clk_routes.png
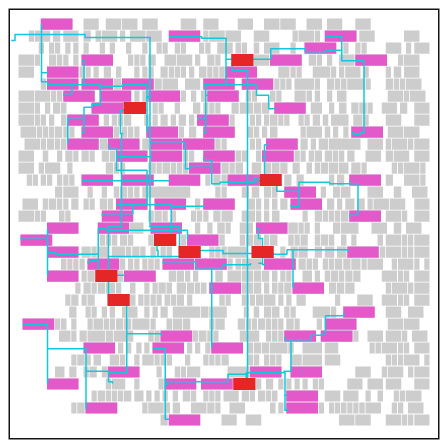
congestion.png
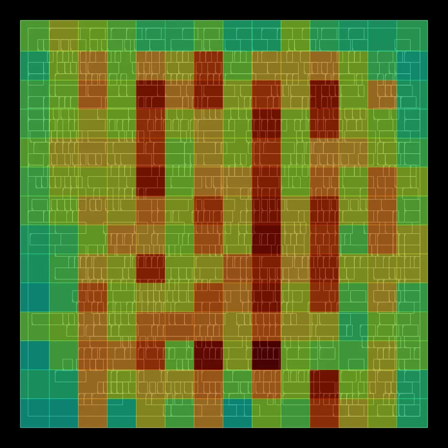
flops_by_reg.png
Other sequential cells in the stronger grey, the rest of the logic in the fainter grey.
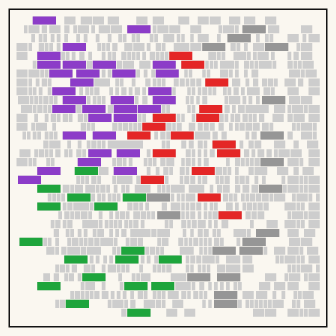
`config.mk`:
```
export PLATFORM = sky130hd
export DESIGN_NAME = imem_boot_loader
export DESIGN_NICKNAME = d
export VERILOG_FILES = /design/src/rtl/imem_loader_pkg.sv /design/src/rtl/imem_rx_word_asm.sv /design/src/rtl/imem_boot_loader.sv
export SDC_FILE = /design/constraint.sdc
export NUM_CORES = 1
export LEC_CHECK = 0
export ABC_AREA = 1
export CAP_MARGIN = 20
export CORE_MARGIN = 1.5
export CORE_UTILIZATION = 53
export DETAILED_ROUTE_END_ITERATION = 7
export HOLD_SLACK_MARGIN = 0.05
export PLACE_DENSITY = 0.86
export SYNTH_ARGS = -nofsm -noshare
export SYNTH_HDL_FRONTEND = slang
export SYNTH_HIERARCHICAL = 1
export SYNTH_SLANG_ARGS = --single-unit
```
`constraint.sdc`:
```
create_clock -name clk -period 3.4 [get_ports clk]
set_input_delay 0.68 -clock clk [delete_from_list [all_inputs] [get_ports clk]]
set_output_delay 0.68 -clock clk [all_outputs]
set_load 0.02 [all_outputs]
```
`src/rtl/imem_loader_pkg.sv`:
```
// Shared definitions for the instruction-memory boot loader.
// Contents: loader FSM state encoding, header byte count, bytes per instruction word.
package imem_loader_pkg;

  typedef enum logic [2:0] {
    RUN,
    HDR_HI,
    HDR_LO,
    DATA,
    WRITE,
    RELEASE,
    ERR
  } state_e;

  localparam int unsigned HDR_BYTES      = 2;
  localparam int unsigned BYTES_PER_WORD = 4;

endpackage

```
`src/rtl/imem_rx_word_asm.sv`:
```
// Byte-to-word assembler with inter-byte idle watchdog.
// Ports:
//   clk, reset   clock and synchronous active-high reset
//   clear        restart assembly: byte index and idle counter to 0
//   count_en     watchdog armed (loader is waiting for bytes)
//   shift_en     accept rx_data into the word (big-endian, MSB first)
//   rx_valid     byte strobe, restarts the idle counter
//   rx_data      received byte
//   word         assembled word
//   word_ready   the byte being shifted in completes a word
//   timeout      idle limit reached this cycle with no byte arriving
module imem_rx_word_asm
  import imem_loader_pkg::*;
#(
  parameter int unsigned TIMEOUT = 100000
) (
  input  logic        clk,
  input  logic        reset,
  input  logic        clear,
  input  logic        count_en,
  input  logic        shift_en,
  input  logic        rx_valid,
  input  logic [7:0]  rx_data,
  output logic [31:0] word,
  output logic        word_ready,
  output logic        timeout
);

  localparam int unsigned IdleW = (TIMEOUT > 2) ? $clog2(TIMEOUT) : 1;

  logic [31:0]      word_q, word_d;
  logic [1:0]       byte_idx_q, byte_idx_d;
  logic [IdleW-1:0] idle_cnt_q, idle_cnt_d;

  assign word       = word_q;
  assign word_ready = shift_en && (byte_idx_q == 2'(BYTES_PER_WORD - 1));
  assign timeout    = count_en && !rx_valid && (idle_cnt_q == IdleW'(TIMEOUT - 1));

  always_comb begin
    word_d     = word_q;
    byte_idx_d = byte_idx_q;
    idle_cnt_d = idle_cnt_q;
    if (clear) begin
      byte_idx_d = '0;
      idle_cnt_d = '0;
    end else begin
      if (shift_en) begin
        word_d     = {word_q[23:0], rx_data};
        byte_idx_d = byte_idx_q + 2'd1;  // wraps 3 -> 0 at the end of a word
      end
      if (count_en) begin
        if (rx_valid) begin
          idle_cnt_d = '0;
        end else if (!timeout) begin
          idle_cnt_d = idle_cnt_q + 1'b1;
        end
      end
    end
  end

  always_ff @(posedge clk) begin
    if (reset) begin
      word_q     <= '0;
      byte_idx_q <= '0;
      idle_cnt_q <= '0;
    end else begin
      word_q     <= word_d;
      byte_idx_q <= byte_idx_d;
      idle_cnt_q <= idle_cnt_d;
    end
  end

endmodule

```
`src/rtl/imem_boot_loader.sv`:
```
// Instruction-memory port owner: CPU fetch passthrough or UART program-image loader.
// Image format: 16-bit big-endian word count, then count big-endian 32-bit words, written
// from word 0 upward. The CPU is held in reset during a load and after any failure.
// Ports:
//   clk, reset       clock and synchronous active-high reset
//   load_req         start a load (honoured only in RUN or ERR)
//   rx_valid/rx_data received byte strobe and data
//   cpu_pc           CPU fetch address
//   mem_addr/mem_we/mem_wdata  instruction-memory port
//   cpu_hold         CPU reset request
//   busy             loader not in RUN
//   load_done        one-cycle success pulse
//   load_err         sticky failure flag, cleared when the next load is accepted
//   words_loaded     words written by the current/last load
module imem_boot_loader
  import imem_loader_pkg::*;
#(
  parameter int unsigned DEPTH_LOG2 = 8,
  parameter int unsigned TIMEOUT    = 100000,
  parameter int unsigned RESET_HOLD = 4
) (
  input  logic                  clk,
  input  logic                  reset,
  input  logic                  load_req,
  input  logic                  rx_valid,
  input  logic [7:0]            rx_data,
  input  logic [31:0]           cpu_pc,
  output logic [31:0]           mem_addr,
  output logic                  mem_we,
  output logic [31:0]           mem_wdata,
  output logic                  cpu_hold,
  output logic                  busy,
  output logic                  load_done,
  output logic                  load_err,
  output logic [DEPTH_LOG2:0]   words_loaded
);

  localparam int unsigned HoldW    = (RESET_HOLD > 1) ? $clog2(RESET_HOLD + 1) : 1;
  localparam logic [16:0] MaxWords = 17'(2 ** DEPTH_LOG2);

  state_e              state_q, state_d;
  logic [15:0]         count_q, count_d;
  logic [DEPTH_LOG2:0] words_loaded_q, words_loaded_d;
  logic                load_err_q, load_err_d;
  logic [HoldW-1:0]    hold_cnt_q, hold_cnt_d;

  logic        accept;
  logic        count_en;
  logic        shift_en;
  logic [31:0] word;
  logic        word_ready;
  logic        timeout;
  logic [16:0] wl_next;

  assign accept   = ((state_q == RUN) || (state_q == ERR)) && load_req;
  assign count_en = (state_q == HDR_HI) || (state_q == HDR_LO) || (state_q == DATA);
  assign shift_en = (state_q == DATA) && rx_valid;
  assign wl_next  = 17'(words_loaded_q) + 17'd1;

  imem_rx_word_asm #(
    .TIMEOUT (TIMEOUT)
  ) u_word_asm (
    .clk        (clk),
    .reset      (reset),
    .clear      (accept),
    .count_en   (count_en),
    .shift_en   (shift_en),
    .rx_valid   (rx_valid),
    .rx_data    (rx_data),
    .word       (word),
    .word_ready (word_ready),
    .timeout    (timeout)
  );

  always_comb begin
    state_d        = state_q;
    count_d        = count_q;
    words_loaded_d = words_loaded_q;
    load_err_d     = load_err_q;
    hold_cnt_d     = '0;
    unique case (state_q)
      RUN: begin
        if (load_req) state_d = HDR_HI;
      end
      HDR_HI: begin
        if (rx_valid) begin
          count_d[15:8] = rx_data;
          state_d       = HDR_LO;
        end else if (timeout) begin
          state_d = ERR;
        end
      end
      HDR_LO: begin
        if (rx_valid) begin
          count_d[7:0] = rx_data;
          if ((count_d == 16'd0) || ({1'b0, count_d} > MaxWords)) state_d = ERR;
          else                                                     state_d = DATA;
        end else if (timeout) begin
          state_d = ERR;
        end
      end
      DATA: begin
        if (word_ready)   state_d = WRITE;
        else if (timeout) state_d = ERR;
      end
      WRITE: begin
        // The write commits even on overrun; the image is still rejected.
        words_loaded_d = words_loaded_q + 1'b1;
        if (rx_valid)                        state_d = ERR;
        else if (wl_next == {1'b0, count_q}) state_d = RELEASE;
        else                                 state_d = DATA;
      end
      RELEASE: begin
        if (hold_cnt_q == HoldW'(RESET_HOLD)) state_d = RUN;
        else                                  hold_cnt_d = hold_cnt_q + 1'b1;
      end
      ERR: begin
        if (load_req) state_d = HDR_HI;
      end
      default: state_d = RUN;
    endcase
    if (accept) begin
      words_loaded_d = '0;
      load_err_d     = 1'b0;
    end
    if ((state_d == ERR) && (state_q != ERR)) load_err_d = 1'b1;
  end

  always_ff @(posedge clk) begin
    if (reset) begin
      state_q        <= RUN;
      count_q        <= '0;
      words_loaded_q <= '0;
      load_err_q     <= 1'b0;
      hold_cnt_q     <= '0;
    end else begin
      state_q        <= state_d;
      count_q        <= count_d;
      words_loaded_q <= words_loaded_d;
      load_err_q     <= load_err_d;
      hold_cnt_q     <= hold_cnt_d;
    end
  end

  always_comb begin
    mem_addr  = cpu_pc;
    mem_we    = 1'b0;
    mem_wdata = '0;
    if (state_q == WRITE) begin
      mem_we    = 1'b1;
      mem_addr  = 32'({words_loaded_q, 2'b00});
      mem_wdata = word;
    end
  end

  assign load_done    = (state_q == RELEASE) && (hold_cnt_q == HoldW'(RESET_HOLD));
  // The release cycle drops hold so the CPU restarts at PC=0 alongside load_done.
  assign cpu_hold     = (state_q != RUN) && !load_done;
  assign busy         = (state_q != RUN);
  assign load_err     = load_err_q;
  assign words_loaded = words_loaded_q;

endmodule

```
==> impl_metrics.py <==
# Flow results
metrics = {
    "run_status": {
        "outcome": "finished, final reports clean",
    },
    "finish": {
        "logic_gate_count": 529,
        "logic_area_um2": 2440,
        "finalNonFillerCells": 991,
        "buffers": 124,
        "largest_reg_flops": 32,
        "lay_top_count": "nor2_1",
        "clkCellAreaFrac_pct": 3.27,
        "clkbuf_count": 11,
        "comb_area_share_pct": 39.6,
        "layout.non_clock_inverters": 131,
        "drive_gt1_share_pct": 6.80,
        "nFillCells": 722,
        "layout.cells.most_common_list": "nor2_1 (203), nand2_1 (124), clkdlybuf4s50_1 (121)",
        "layout.nets": 927,
        "syn_to_final_growth_pct": 31.5,
        "nonClkBufAreaFrac_pct": 20.0,
    },
    "route": {
        "vias": 4997,
        "wl_met2_um": 5820,
        "wirelength_met1_um": 5190,
        "via_per_inst": 5.04,
        "met3_length_um": 744,
        "drc": 0,
        "top_layer_used": "met4",
        "drt_first_pass_iters": 5,
        "drtIter0Drc": 218,
    },
    "worst_setup_path": {
        "cp.arrival_ns": 2.30,
        "start_kind": "flip-flop",
        "crit_chain": "inv_2 > nor2_4 > inv_2 > buf_4 > nor2_1 > clkdlybuf4s50_1",
        "max_stage_delay_ns": 0.63,
        "reg2reg_depth": 16,
        "worstReg2RegEnd": "load_err$_SDFFE_PP0P_",
        "rrSetupSlack_ns": 0.84,
        "path_common_cell": "inv_2",
        "slowest_stage": "clkdlybuf4s50_1",
        "worst-path-stages": 6,
        "worstPathMaxFanout": 28,
        "end_kind": "output pin",
        "endpoint": "mem_wdata[24]",
        "critPathTopFamily": "buffers and inverters",
        "path_buffers": 4,
    },
    "global_routing": {
        "grt_pass1_wl_um": 20600,
        "grt_util_met1_pct": 29.9,
        "grt_antenna_before_repair": 0,
        "met2_usage_pct": 45.9,
        "grt_overflow": 0,
        "grt_use_met3_pct": 4.19,
        "grt_start_max_net_pins": 44,
    },
    "clock_tree": {
        "cts-root-buf": "clkbuf_8",
        "clock_sinks": 83,
        "cts_tree": "done",
        "postCtsSetupBuffers": 0,
        "cts_buffers": 9,
        "cts.clk_slew.worst_paths_ns": 0.08,
        "cts_resized": 0,
        "cts_hold_buf": 0,
        "h-tree-depth": 3,
    },
    "die": {
        "rows": 34,
        "die_w_um": 97.0,
        "fp_util_pct": 54.3,
        "ioPinCount": 122,
        "chipArea_um2": 9420,
        "die_h_um": 97.0,
    },
    "worst_hold_path": {
        "hold_path_end": "hold_cnt_q[0]$_SDFF_PP0_",
        "min_path_cells": 1,
        "hp-class": "flip-flop to flip-flop",
        "hold_path_startpoint": "hold_cnt_q[0]$_SDFF_PP0_",
    },
    "synthesis": {
        "ys_cells": 765,
        "synthMuxAreaShare_pct": 0,
        "top_cells_by_count": "nor2_1 (203), nand2_1 (124), inv_1 (118)",
        "yosysWarningCount": 6,
        "yosys.area_share.adder_pct": 1.33,
        "synth_top_cell_by_count": "nor2_1",
        "area_leaders": "dfxtp_1 (35%), nor2_1 (16%), nand2_1 (9.9%)",
        "synth_nets": 814,
        "ys_types": 36,
        "topCombFamilyByArea": "simple AND/OR/NAND/NOR gates",
        "yosysSeqAreaShare_pct": 35.5,
        "syn_inst": 765,
        "syn_area_um2": 4690,
        "async_flop_share_pct": 0,
        "synthAoiAreaFrac_pct": 12.7,
        "edf_count": 0,
        "netlist.top_cell.by_area": "dfxtp_1",
        "xor_share_pct": 0.934,
    },
    "job": {
        "warnings": 27,
    },
    "power_and_ir_drop": {
        "vdd_ir_drop_max_mv": 0.283,
        "comb-power_mw": 0.775,
        "power_leader": "sequential cells",
        "p_total_mw": 2.58,
        "p_sw_mw": 0.887,
        "cellLeakagePower_nw": 2.67,
        "p_int_mw": 1.69,
        "cellPowerDensity_nw_per_um2": 418,
        "seqPwrFrac_pct": 41.8,
    },
    "place": {
        "place_area_um2": 5960,
        "place_ws_ns": 0.420,
        "dp_hpwl_um": 8970,
        "portBuffers": 121,
        "dp_cells": 975,
        "gp_congestion": 0.943,
    },
    "timing": {
        "maxSlewViolCount": 0,
        "slew_headroom_pct": 36.9,
        "fin_ws_ns": 0.419,
        "fmax_mhz": 335,
        "min_period_ns": 2.98,
        "rsz0062_at_grt": "no",
        "fin_crit_sh_pct": 87.7,
    },
}
## Picture notes: clk_routes.png
- cyan: clock wires (length 974 um)
- magenta: flip-flops (count 83)
- red: clock drivers (count 9)
- flops lie: all over the die
clk_lat worst skew: 0.36 ns
power share of the clock group: 28.1%
clock skew: 0.00859 ns
clock network power: 0.724 mW

## Picture notes: congestion.png
WL per Instance: 12.2 um
Most Crowded Layer GR: met2

## Picture notes: flops_by_reg.png
- green: u_word_asm/idle_cnt_q (flops 17)
- purple: u_word_asm/word (flops 32)
- red: count_q (flops 16)
- not coloured: 18
Reg area: 1660 um^2
Seq power: 1.08 mW
flop share of the area: 27.0%
fin util: 71.4%

No activity file was given, so power comes from the tool's default toggle rates.
